**Run 1: local utilization**

Scale bar: 20 um. 9 x 9 tiles, from dark purple (low) to yellow (high), 0 to 100% covered.
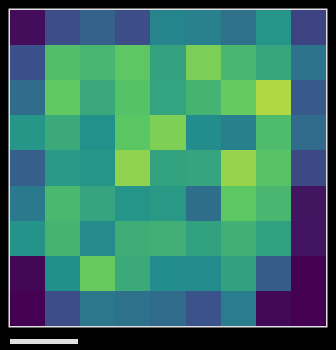
**Run 1: placement by cell class**

Scale bar: 20 um.
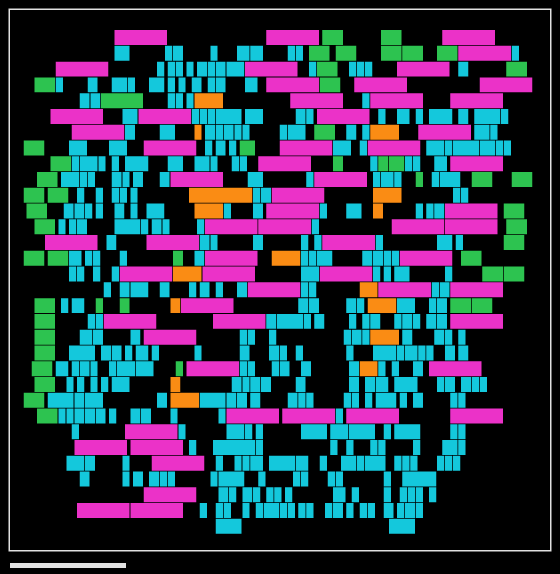
**Run 1: routed metal, one color a layer**

Only two layers are drawn.
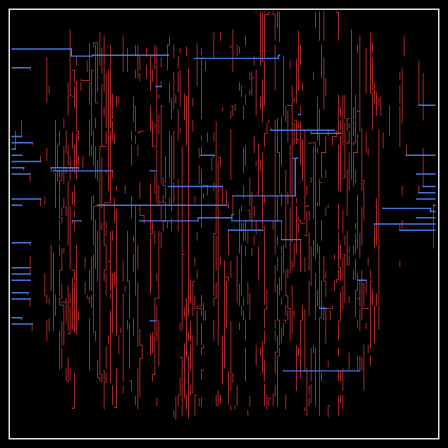
**config.mk**
```make
export PLATFORM = sky130hd
export DESIGN_NAME = param_restoring_divider_flat
export DESIGN_NICKNAME = d
export VERILOG_FILES = /design/src/rtl/div_pkg.sv /design/src/rtl/param_restoring_divider_if.sv /design/src/rtl/div_step.sv /design/src/rtl/param_restoring_divider.sv /design/src/flat_wrapper.sv
export SDC_FILE = /design/constraint.sdc
export NUM_CORES = 1
export LEC_CHECK = 0
export ABC_AREA = 1
export CAP_MARGIN = 20
export CELL_PAD_IN_SITES_DETAIL_PLACEMENT = 0
export CELL_PAD_IN_SITES_GLOBAL_PLACEMENT = 1
export CORE_MARGIN = 2
export CORE_UTILIZATION = 45
export DETAILED_ROUTE_END_ITERATION = 6
export GPL_TIMING_DRIVEN = 0
export PLACE_DENSITY = 0.84
export SYNTH_ARGS = -nofsm -noshare
export SYNTH_HDL_FRONTEND = slang
export SYNTH_SLANG_ARGS = --single-unit
```
**constraint.sdc**
```tcl
create_clock -name clk -period 4.8 [get_ports clk]
set_clock_uncertainty 0.05 [all_clocks]
set_input_delay 0.96 -clock clk [delete_from_list [all_inputs] [get_ports clk]]
set_output_delay 0.96 -clock clk [all_outputs]
set_load 0.005 [all_outputs]
```
**src/rtl/div_pkg.sv**
```systemverilog
// Shared types and helpers for the restoring divider: FSM states, default sizing,
// and a width-agnostic conditional two's-complement negation.
package div_pkg;

  typedef enum logic [1:0] {
    IDLE = 2'd0,
    ITER = 2'd1,
    FIX  = 2'd2,
    DONE = 2'd3
  } state_t;

  localparam int unsigned DIV_WIDTH = 8;
  localparam int unsigned DIV_CNT_W = $clog2(DIV_WIDTH);
  localparam int unsigned NEG_W     = 64;

  // Callers zero-extend into NEG_W bits and truncate the result back to their width.
  function automatic logic [NEG_W-1:0] cond_neg(input logic [NEG_W-1:0] x, input logic neg);
    return neg ? (NEG_W'(0) - x) : x;
  endfunction

endpackage

```
**src/rtl/param_restoring_divider_if.sv**
```systemverilog
// Start/done handshake and result bus between the issue logic and the divider.
interface param_restoring_divider_if
  import div_pkg::*;
#(
  parameter int unsigned WIDTH = DIV_WIDTH
);
  logic             start;
  logic             signed_mode;
  logic [WIDTH-1:0] A;
  logic [WIDTH-1:0] B;
  logic [WIDTH-1:0] quotient;
  logic [WIDTH-1:0] remainder;
  logic             div_by_zero;
  logic             overflow;
  logic             busy;
  logic             done;

  modport master (
    output start, signed_mode, A, B,
    input  quotient, remainder, div_by_zero, overflow, busy, done
  );

  modport slave (
    input  start, signed_mode, A, B,
    output quotient, remainder, div_by_zero, overflow, busy, done
  );
endinterface

```
**src/rtl/div_step.sv**
```systemverilog
// One restoring-division iteration: shift {r,q} left, subtract the divisor if it fits.
module div_step #(
  parameter int unsigned WIDTH = 8
) (
  input  logic [WIDTH-1:0] r,
  input  logic [WIDTH-1:0] q,
  input  logic [WIDTH-1:0] m,
  output logic [WIDTH-1:0] r_next,
  output logic [WIDTH-1:0] q_next
);
  logic [WIDTH:0] r_sh;
  logic [WIDTH:0] trial;

  // r < m keeps the shifted remainder below 2^(WIDTH+1), so one extra bit suffices.
  always_comb begin
    r_sh  = {r, q[WIDTH-1]};
    trial = r_sh - {1'b0, m};
    if (!trial[WIDTH]) begin
      r_next = trial[WIDTH-1:0];
      q_next = {q[WIDTH-2:0], 1'b1};
    end else begin
      r_next = r_sh[WIDTH-1:0];
      q_next = {q[WIDTH-2:0], 1'b0};
    end
  end
endmodule

```
**src/rtl/param_restoring_divider.sv**
```systemverilog
// Multi-cycle signed/unsigned restoring divider, one iteration per clock.
// Optional DIV_EARLY_ZERO_EN: a zero divisor skips the iterations and goes straight to FIX.
module param_restoring_divider
  import div_pkg::*;
#(
  parameter int unsigned WIDTH = DIV_WIDTH
) (
  input logic                     clk,
  input logic                     rst,
  param_restoring_divider_if.slave bus
);
  localparam int unsigned CNT_W = $clog2(WIDTH);
  localparam logic [WIDTH-1:0] MIN_VAL = {1'b1, {(WIDTH-1){1'b0}}};

  state_t           state, state_next;
  logic [CNT_W-1:0] cnt, cnt_next;
  logic [WIDTH-1:0] r, r_next, q, q_next, m, m_next, a_raw, a_raw_next;
  logic             qsign, qsign_next, rsign, rsign_next;
  logic             dz, dz_next, ovf, ovf_next;
  logic             neg_a, neg_b;
  logic [WIDTH-1:0] quotient_next, remainder_next;
  logic             div_by_zero_next, overflow_next, busy_next, done_next;
  logic [WIDTH-1:0] step_r, step_q;

  div_step #(.WIDTH(WIDTH)) u_step (
    .r      (r),
    .q      (q),
    .m      (m),
    .r_next (step_r),
    .q_next (step_q)
  );

  // Next-state, datapath and registered-output logic.
  always_comb begin
    state_next       = state;
    cnt_next         = cnt;
    r_next           = r;
    q_next           = q;
    m_next           = m;
    a_raw_next       = a_raw;
    qsign_next       = qsign;
    rsign_next       = rsign;
    dz_next          = dz;
    ovf_next         = ovf;
    neg_a            = 1'b0;
    neg_b            = 1'b0;
    quotient_next    = bus.quotient;
    remainder_next   = bus.remainder;
    div_by_zero_next = bus.div_by_zero;
    overflow_next    = bus.overflow;

    case (state)
      IDLE: begin
        if (bus.start) begin
          neg_a      = bus.signed_mode & bus.A[WIDTH-1];
          neg_b      = bus.signed_mode & bus.B[WIDTH-1];
          q_next     = WIDTH'(cond_neg(NEG_W'(bus.A), neg_a));
          m_next     = WIDTH'(cond_neg(NEG_W'(bus.B), neg_b));
          r_next     = '0;
          a_raw_next = bus.A;
          qsign_next = neg_a ^ neg_b;
          rsign_next = neg_a;
          dz_next    = (bus.B == '0);
          ovf_next   = bus.signed_mode && (bus.A == MIN_VAL) && (bus.B == '1);
          cnt_next   = CNT_W'(WIDTH - 1);
`ifdef DIV_EARLY_ZERO_EN
          state_next = (bus.B == '0) ? FIX : ITER;
`else
          state_next = ITER;
`endif
        end
      end
      ITER: begin
        r_next   = step_r;
        q_next   = step_q;
        cnt_next = cnt - CNT_W'(1);
        if (cnt == '0) state_next = FIX;
      end
      FIX: begin
        // MIN / -1 already yields MIN through the magnitude path; only the flag is extra.
        if (dz) begin
          quotient_next  = '1;
          remainder_next = a_raw;
        end else begin
          quotient_next  = WIDTH'(cond_neg(NEG_W'(q), qsign));
          remainder_next = WIDTH'(cond_neg(NEG_W'(r), rsign));
        end
        div_by_zero_next = dz;
        overflow_next    = ovf;
        state_next       = DONE;
      end
      DONE:    state_next = IDLE;
      default: state_next = IDLE;
    endcase

    busy_next = (state_next == ITER) || (state_next == FIX);
    done_next = (state_next == DONE);
  end

  always_ff @(posedge clk or posedge rst) begin
    if (rst) begin
      state           <= IDLE;
      cnt             <= '0;
      r               <= '0;
      q               <= '0;
      m               <= '0;
      a_raw           <= '0;
      qsign           <= 1'b0;
      rsign           <= 1'b0;
      dz              <= 1'b0;
      ovf             <= 1'b0;
      bus.quotient    <= '0;
      bus.remainder   <= '0;
      bus.div_by_zero <= 1'b0;
      bus.overflow    <= 1'b0;
      bus.busy        <= 1'b0;
      bus.done        <= 1'b0;
    end else begin
      state           <= state_next;
      cnt             <= cnt_next;
      r               <= r_next;
      q               <= q_next;
      m               <= m_next;
      a_raw           <= a_raw_next;
      qsign           <= qsign_next;
      rsign           <= rsign_next;
      dz              <= dz_next;
      ovf             <= ovf_next;
      bus.quotient    <= quotient_next;
      bus.remainder   <= remainder_next;
      bus.div_by_zero <= div_by_zero_next;
      bus.overflow    <= overflow_next;
      bus.busy        <= busy_next;
      bus.done        <= done_next;
    end
  end
endmodule

```
**src/flat_wrapper.sv**
```systemverilog
// flat-port wrapper written by rule: the top's interface ports become plain ports
module param_restoring_divider_flat import div_pkg::*;
#(
  parameter int unsigned WIDTH = DIV_WIDTH
)
  (clk, rst, bus_start, bus_signed_mode, bus_A, bus_B, bus_quotient, bus_remainder, bus_div_by_zero, bus_overflow, bus_busy, bus_done);
  param_restoring_divider_if #(.WIDTH(WIDTH)) bus_i ();
  input logic clk;
  input logic rst;
  input wire logic [$bits(bus_i.start)-1:0] bus_start;
  input wire logic [$bits(bus_i.signed_mode)-1:0] bus_signed_mode;
  input wire logic [$bits(bus_i.A)-1:0] bus_A;
  input wire logic [$bits(bus_i.B)-1:0] bus_B;
  output wire logic [$bits(bus_i.quotient)-1:0] bus_quotient;
  output wire logic [$bits(bus_i.remainder)-1:0] bus_remainder;
  output wire logic [$bits(bus_i.div_by_zero)-1:0] bus_div_by_zero;
  output wire logic [$bits(bus_i.overflow)-1:0] bus_overflow;
  output wire logic [$bits(bus_i.busy)-1:0] bus_busy;
  output wire logic [$bits(bus_i.done)-1:0] bus_done;
  assign bus_i.start = bus_start;
  assign bus_i.signed_mode = bus_signed_mode;
  assign bus_i.A = bus_A;
  assign bus_i.B = bus_B;
  assign bus_quotient = bus_i.quotient;
  assign bus_remainder = bus_i.remainder;
  assign bus_div_by_zero = bus_i.div_by_zero;
  assign bus_overflow = bus_i.overflow;
  assign bus_busy = bus_i.busy;
  assign bus_done = bus_i.done;
  param_restoring_divider #(.WIDTH(WIDTH)) u_core (.clk(clk), .rst(rst), .bus(bus_i));
endmodule
```
==> results.txt, run 1 <==
Flow results.

- The flow ran to the end, and the final reports show no timing, DRC or antenna violations.
- The first global-routing pass estimated 14840 um of wire.
- The type recorded for the worst min-delay path is flip-flop to flip-flop.
- The layout report lists the non-clock buffer share of cell area as 0.1061.
- 0 antenna diodes ended up in the layout.
- For this configuration, the core starts out at a cell density of 0.4629.
- The number of enable-type register cells in the synthesized netlist is 0.
- The post-detailed-routing wire length is 8765 um.
- The fraction of registers with async set/reset is 1.000.
- The number of hold buffers added after CTS was 0.
- The cell internal power dissipation is 1657 uW.
- The number of antenna violations at the first check in global routing is 0.
- The ratio of cells with drive above 1 in the final layout is 0.07707.
- The final hold violation count recorded for this run is 0.
- The number of global-route vias before repair is 3099.
- In this run the tightest slew margin relative to its limit is 0.6725.
- The Yosys warning count is 0.
- Across the run, the number of max-cap violations was 0.
- The fraction of final cell area spent on clock buffers and inverters in this run is 0.04417.
- In the CTS report, the clock slew at the register clock pins of the worst setup and hold paths is listed as 0.07 ns.
- The count of clock tree sinks is 61.
- The x dimension of the die is 93.16 um.
- Detailed routing inserted a total of 3149 vias.
- The largest stage delay on the critical path is 0.52 ns.
- In this run the most critical hold path is launched from u_core.m[6]$_DFFE_PP0P_.
- The area taken by multi-input combinational cells is reported as 1738 sq um.
- The number of buffers on the longest clock path is 2.
- Among logic cells in the layout, the one with the most instances is nand2_1.
- The power report attributes to the sequential group a share of 0.303.
- 322 cells are multi-input combinational gates.
- The final instance area is 4305 sq um.
- In the final design, more cell area goes to multi-input combinational cells than to any other class.
- The proportion of cell area occupied by registers is 0.3545.
- At floorplan, the net count of the design was reported as 499.
- The fraction of power spent switching nets is 0.4548.
- The clock tree from TritonCTS is yes.
- The leakage power is 0.002121 uW.
- The maximum operating frequency is 447.3 MHz.
- Setup slack closes at 2.564 ns.
- Yosys instantiated no cell more often than nand2_1.
- Entering global routing, the biggest net connects 44 pins.
- The overflow left after global routing is 0.
- The setup check on the worst reg-to-reg path leaves a slack of 2.58 ns.
- The share of the synthesized area in the top cell type is 0.4267.
- The post-synthesis register bit count is 61.
- The number of buffers and inverters on the critical path is 1.
- Per the timing report, the biggest fanout along the worst path comes to 2.
- The clock buffer instance count of the final layout is 10.
- The clock network fraction of design power is 0.148.
- The final timing summary puts the cycle share of the worst path at 0.4658.
- The setup TNS after final layout is 0 ns.
- Port buffering added 39 buffers.
- The cell area after placement is 4115 sq um.
- The post-detailed-route DRC marker count is 0.
- In the Yosys stats the netlist draws on 38 distinct library cells.
- For this run, the post-layout net count is 550.
- The total power after layout is 3039 uW.
- Per report_power, the Combinational row totals 1670 uW.
- The area growth from synthesis to layout is 20.36%.
- In the post-synthesis netlist, the biggest area contributors are dfrtp_1 (43%), nand2_1 (13%), inv_1 (6.9%).
- The first detailed-routing pass ran for 4 iterations.
- The group drawing the most power is combinational logic.
- Per STA, the worst path is made up of clkdlybuf4s50_1.
- The multi-input combinational area share is 0.4037.
- The hold-critical path endpoint is u_core.m[6]$_DFFE_PP0P_.
- Leaving out the clock tree, the finished layout contains a buffer count of 49.
- The overall die height is 93.16 um.
- After filler insertion, the fill cell instance count of the layout stands at 745.
- The weighted congestion at the end of routability-driven global placement is 0.8474.
- Leaving out the clock tree, the finished layout contains an inverter count of 71.
- Measured in cells, the most critical reg-to-reg path has a length of 12.
- Following the worst setup path forward leads to its endpoint at bus_remainder[1].
- Sorting the synthesized cells by how often they occur yields nand2_1 (122), inv_1 (66), dfrtp_1 (61), nand3_1 (47), o21ai_0 (32).
- The logic depth of the worst path, buffers included is 1.
- Max-slew check failures listed in the final report amount to 0.
- The combinational power share is 0.550.
- Among all flip-flop cells after synthesis, the most frequent one is dfrtp_1.
- The pin closest to its max-slew limit shows a slew of 0.4875 ns.
- The average size of a mapped cell is 7.726 sq um.
- The most critical hold endpoint after final layout shows a slack of 0.4383 ns.
- The number of top-level pins is 40.
- There are 61 flip-flops and latches.
- The required time of the critical path is 3.79 ns.
- The cell accounting for the most synthesized area is dfrtp_1.
- Tracing the worst setup path back leads to its startpoint at u_core.bus.remainder[1]$_DFFE_PP0N_.
- The cell count after synthesis is 463.
- Once layout is complete, the utilization of the core stands at 0.5572.
- The class of the most critical setup path is flip-flop to output port.
- The global-route total usage across every layer is 0.2201.
- Per the post-place timing report, worst setup slack is 2.310 ns.
- The number of buffers inserted to repair setup after CTS is 0.
- Detailed-route iteration 0 reported a violation count of 155.
- Clock tree synthesis inserted a total of 9 buffers.
- The core box area is 7727 sq um.
- The per-cell routed wire length is 14.11 um.
- For this run, the detailed router reports a per-instance via density of 5.071.
- The cell depth of the worst hold path is 2.
- The power report puts the net switching power at 1382 uW.
- The flow inserted 102 tap cells.
- Setup violations remaining at the end of the flow were counted as 0.
- The register area share after synthesis is 0.4267.
- The number of gates resized after CTS was 0.
- The sequential standard cell area is 1526 sq um.
- In this run, power in the clock network comes to 448 uW.
- The tree is rooted in a clkbuf_8.
- The number of placed instances, taps included, is 605.
About 'local utilization':
mean over tiles: 48%
emptiest ninth of the die: bottom right
nearly empty tiles: 4.9%
fullest tile: 88%
tiles over 75% full: 9.9%

About 'placement by cell class':
[cyan] remaining logic cells | cells: 393 | share of their area: 48%
[magenta] registers | cells: 61 | share of their area: 37%
[green] remaining buffers and delay cells | cells: 49 | share of their area: 11%
[orange] clock drivers and dummy loads | cells: 16 | share of their area: 4.6%

About 'routed metal, one color a layer':
[red] M2 | wire length: 3790 um
[blue] M3 | wire length: 352 um

==> run 1: logic make-up (layout without fill, tap and decap cells) <==
logic type	Yosys count	after routing	share of synthesized area
AND-OR/OR-AND	69	69	0.1179
XOR/XNOR	14	14	0.03428
adder cells (fa/ha/maj)	16	16	0.05806
buffers and inverters	80	136	0.08744
flip-flops	61	61	0.4267
AND/OR/NAND/NOR	223	223	0.2756
==> run 1: per-layer routing <==
| metal | share of wire | GRT usage | vias to the layer above |
|---|---|---|---|
| met2 | 0.43 | 0.3303 | 68 |
| li1 | - | - | 1621 |
| met1 | 0.52 | 0.3269 | 1452 |
| met3 | 0.040 | 0.03546 | 8 |
| met4 | 0.010 | 0.06863 | 0 |
| met5 | 0 | 0 | - |
**Run 1: wire density map**

19 x 19 tiles, from dark purple (low) to yellow (high), scaled to the fullest tile. Values are wire area over tile area, all layers added.
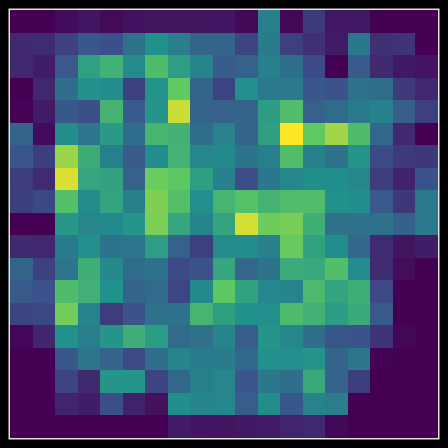

==> run 2, diff against run 1 <==
--- a/config.mk
+++ b/config.mk
@@ -10,10 +10,10 @@
 export CELL_PAD_IN_SITES_DETAIL_PLACEMENT = 0
 export CELL_PAD_IN_SITES_GLOBAL_PLACEMENT = 1
 export CORE_MARGIN = 2
-export CORE_UTILIZATION = 45
+export CORE_UTILIZATION = 38
 export DETAILED_ROUTE_END_ITERATION = 6
 export GPL_TIMING_DRIVEN = 0
-export PLACE_DENSITY = 0.84
+export PLACE_DENSITY = 0.76
 export SYNTH_ARGS = -nofsm -noshare
 export SYNTH_HDL_FRONTEND = slang
 export SYNTH_SLANG_ARGS = --single-unit
==> constraint.sdc (replaced) <==
create_clock -name clk -period 1.9 [get_ports clk]
set_clock_uncertainty 0.05 [all_clocks]
set_input_delay 0.38 -clock clk [delete_from_list [all_inputs] [get_ports clk]]
set_output_delay 0.38 -clock clk [all_outputs]
set_load 0.005 [all_outputs]
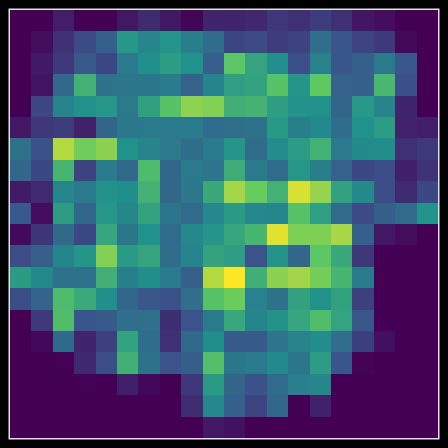
**Above:** run 2 (wire density map).
20 x 20 tiles, from dark purple (low) to yellow (high), scaled to the fullest tile. Values are wire area over tile area, all layers added.
mean over tiles: 0.14
densest ninth of the die: middle
fullest tile: 0.43
nearly empty tiles: 21%
tiles over half the peak: 24%

==> run 2 against run 1 <==
Compared with the run above:
- the run now ends with setup timing left
- hold slack got worse by 0.0087 ns
- utilization shrank 6.6 points
- highest routed layer unchanged
- final area is 5.0% higher
- worst setup slack got worse by 2.6 ns
- critical path depth up 11
==> results.txt, run 2 <==
Flow results.

- The first-pass GRT wire length came to 15370 um (+3.6%).
- The main area contributors are dfrtp_1 (43%), nand2_1 (13%), inv_1 (6.9%).
- The part of the cycle the worst path needs is 1.043.
- The number of nets at the end of the flow was 556 (+1.1%).
- The fraction of power consumed by sequential logic is 0.281 (-0.022).
- The cell class with the largest area share is multi-input combinational cells.
- The reported max-cap violation count is 0 (unchanged).
- The multi-input combinational area share is 0.4194 (+0.01577).
- Traced cell by cell, the critical path runs through inv_2, ha_4, inv_4, fa_2, nand2_2, nand2_4, nand3_4, nand3_4, nand2_8, nand2_2, nand3_1, nand2_1.
- The final instance area is 4519 sq um (+5.0%).
- The first-pass detailed-route iteration total is 5 (+1).
- The number of global-route vias before repair is 3119 (+0.65%).
- The non-clock buffer share of cell area is 0.1077 (+0.001623).
- The total clock buffers created by CTS is 9 (unchanged).
- The count of clock tree sinks was 61 (unchanged).
- The group drawing the most power is combinational logic.
- The combinational group power is 4860 uW (+190%).
- Timing would allow up to 504.7 MHz.
- The combinational power share was 0.579 (+0.029).
- The slew of the pin with the lowest slew margin came to 0.6827 ns (+0.1952 ns).
- The number of hold-repair buffers added at the cts stage is 0 (unchanged).
- The clock slew seen by the registers of the worst setup and hold paths is 0.07 ns (about the same).
- The required time of the critical path was 2.07 ns (-1.72 ns).
- The starting DRC count in detailed routing was 168 (+8.4%).
- The most crowded layer after global routing is met2.
- The footprint of the multi-input gates is 1896 sq um (+9.1%).
- The x dimension of the die is 101.0 um (+8.4%).
- The number of fill cells in the layout was 919 (+23%).
- The hold-critical path endpoint is u_core.bus.div_by_zero$_DFFE_PP0N_.
- Counting I/O delays and the setup requirement, the final critical path takes 1.981 ns.
- The clock buffer instance count of the final layout is 11 (+1).
- The power in the clock group is 1180 uW (+160%).
- The cell count after synthesis came to 463 (unchanged).
- The leakage power is 0.002171 uW (+2.3%).
- The start point of the worst hold path is u_core.bus.div_by_zero$_DFFE_PP0N_.
- The sequential standard cell area came to 1526 sq um (unchanged).
- The setup path with the least slack is of type flip-flop to flip-flop.
- The count of sequential standard cells came to 61 (unchanged).
- The share of the core filled by cells before placement was 0.3890 (-0.07394).
- The number of enable-type register cells in the synthesized netlist was 0 (unchanged).
- The largest stage delay on the critical path is 0.41 ns (-0.11 ns).
- The switching power total is 3840 uW (+180%).
- In this run the worst hold path is classified as flip-flop to flip-flop.
- The fraction of power spent switching nets is 0.4577 (+0.002890).
- The global routing met2 resource utilization is 0.2979 (-0.03237).
- The distinct cell type count after synthesis is 38 (unchanged).
- The cell depth of the worst hold path is 2 (unchanged).
- The non-clock buffer instance count of the final layout is 53 (+8.2%).
- The final tally of hold violations came to 0 (unchanged).
- The ratio of cells with drive above 1 in the final layout is 0.1221 (+0.04507).
- The average size of a mapped cell is 7.726 sq um (unchanged).
- Signal nets in the final route climb as high as met4.
- The proportion of cell area occupied by registers was 0.3378 (-0.01678).
- The overall die height is 101.0 um (+8.4%).
- Between the synthesized netlist and the finished layout, the area growth was recorded as 26.34%.
- The clock root buffer is clkbuf_8.
- The weighted congestion at the end of routability-driven global placement is 0.8587 (+1.3%).
- The max-slew violation count is 0 (unchanged).
- The tap cell count is 111 (+8.8%).
- TritonCTS built the clock tree.
- The per-cell via count in the routed design is 5.038 (-0.65%).
- The number of top-level pins came to 40 (unchanged).
- The fraction of area in clock buffers and inverters is 0.04402 (-0.0001532).
- The global-route total usage across every layer is 0.1945 (-0.02568).
- The end point of the critical path is u_core.r[6]$_DFFE_PP0P_.
- The largest net degree at the start of global routing is 32 (-27%).
- The most common logic cell in the final layout is nand2_1.
- The minimum setup slack in the final design is -0.08148 ns (-2.646 ns).
- The logic depth of the worst path, buffers included is 12 (+11).
- The count of instances resized after the clock tree is built came to 19 (+19).
- Per the synthesis report, the dominant area consumer among library cells is dfrtp_1.
- The cell internal power dissipation is 4550 uW (+170%).
- The number of inverters outside the clock class in the layout is 71 (unchanged).
- The met1 wire length was 4732 um (+4.4%).
- The number of buffers on the longest clock path is 2 (unchanged).
- The cell count after placement came to 614 (+1.5%).
- The maximum fanout along the worst path came to 6 (+4).
- The total via count after detailed routing was 3199 (+1.6%).
- The final antenna diode count is 0 (unchanged).
- The setup slack of the most critical reg-to-reg path is -0.08 ns (-2.66 ns).
- The number of setup violations in the final report is 9 (+9).
- The number of buffers inserted to repair setup after CTS is 4 (+4).
- The post-synthesis net count is 499 (unchanged).
- The number of antenna violations at the first check in global routing was 0 (unchanged).
- The met2 wire length was 4161 um (+9.8%).
- By instance count, the leading cell after synthesis is nand2_1.
- The share of the synthesized area in the top cell type is 0.4267 (unchanged).
- The checks that failed: setup timing.
- The post-detailed-routing wire length is 9224 um (+5.2%).
- The number of logic gates was 324 (+0.62%).
- The clock network fraction of design power came to 0.140 (-0.008).
- The run finished, with violations left.
- The per-cell routed wire length was 14.53 um (+2.9%).
- The met3 layer wire length in the routed design is 315 um (-11%).
- The post-detailed-route DRC marker count is 0 (unchanged).
- The global routing usage on met3 is 0.04092 (+0.005460).
- The overflow left after global routing is 0 (unchanged).
- The post-synthesis register bit count came to 61 (unchanged).
- The number of buffers and inverters on the critical path was 2 (+1).
- The relative slew slack was 0.5439 (-0.1286).
- The core box area came to 9196 sq um (+19%).
-- run 2: cell counts after synthesis --
Identical to the previous run, type by type.
-- run 2: cells by family after synthesis --
kind of cell    synth area share
buf+inv                  0.08744
flops                     0.4267
simple gates              0.2756
xor+xnor                 0.03428
fa+ha+maj                0.05806
compound gates            0.1179
-- run 2: per-stage QoR --
step	power, uW	hold slack [ns]	setup TNS, ns	setup WS [ns]	utilization
after global routing	9186	0.4520	-1.338	-0.1714	0.4914
final	8390	0.4295	-0.4899	-0.08148	0.4914
after floorplan	5242	0.4030	0	0.009093	-
after CTS	8216	0.4315	-0.5449	-0.07353	0.4845
after global placement	6499	0.4097	-4.529	-0.3154	0.4469
after detailed placement	6583	0.4145	-2.714	-0.3633	0.4491
Power and IR drop assume default switching activity.
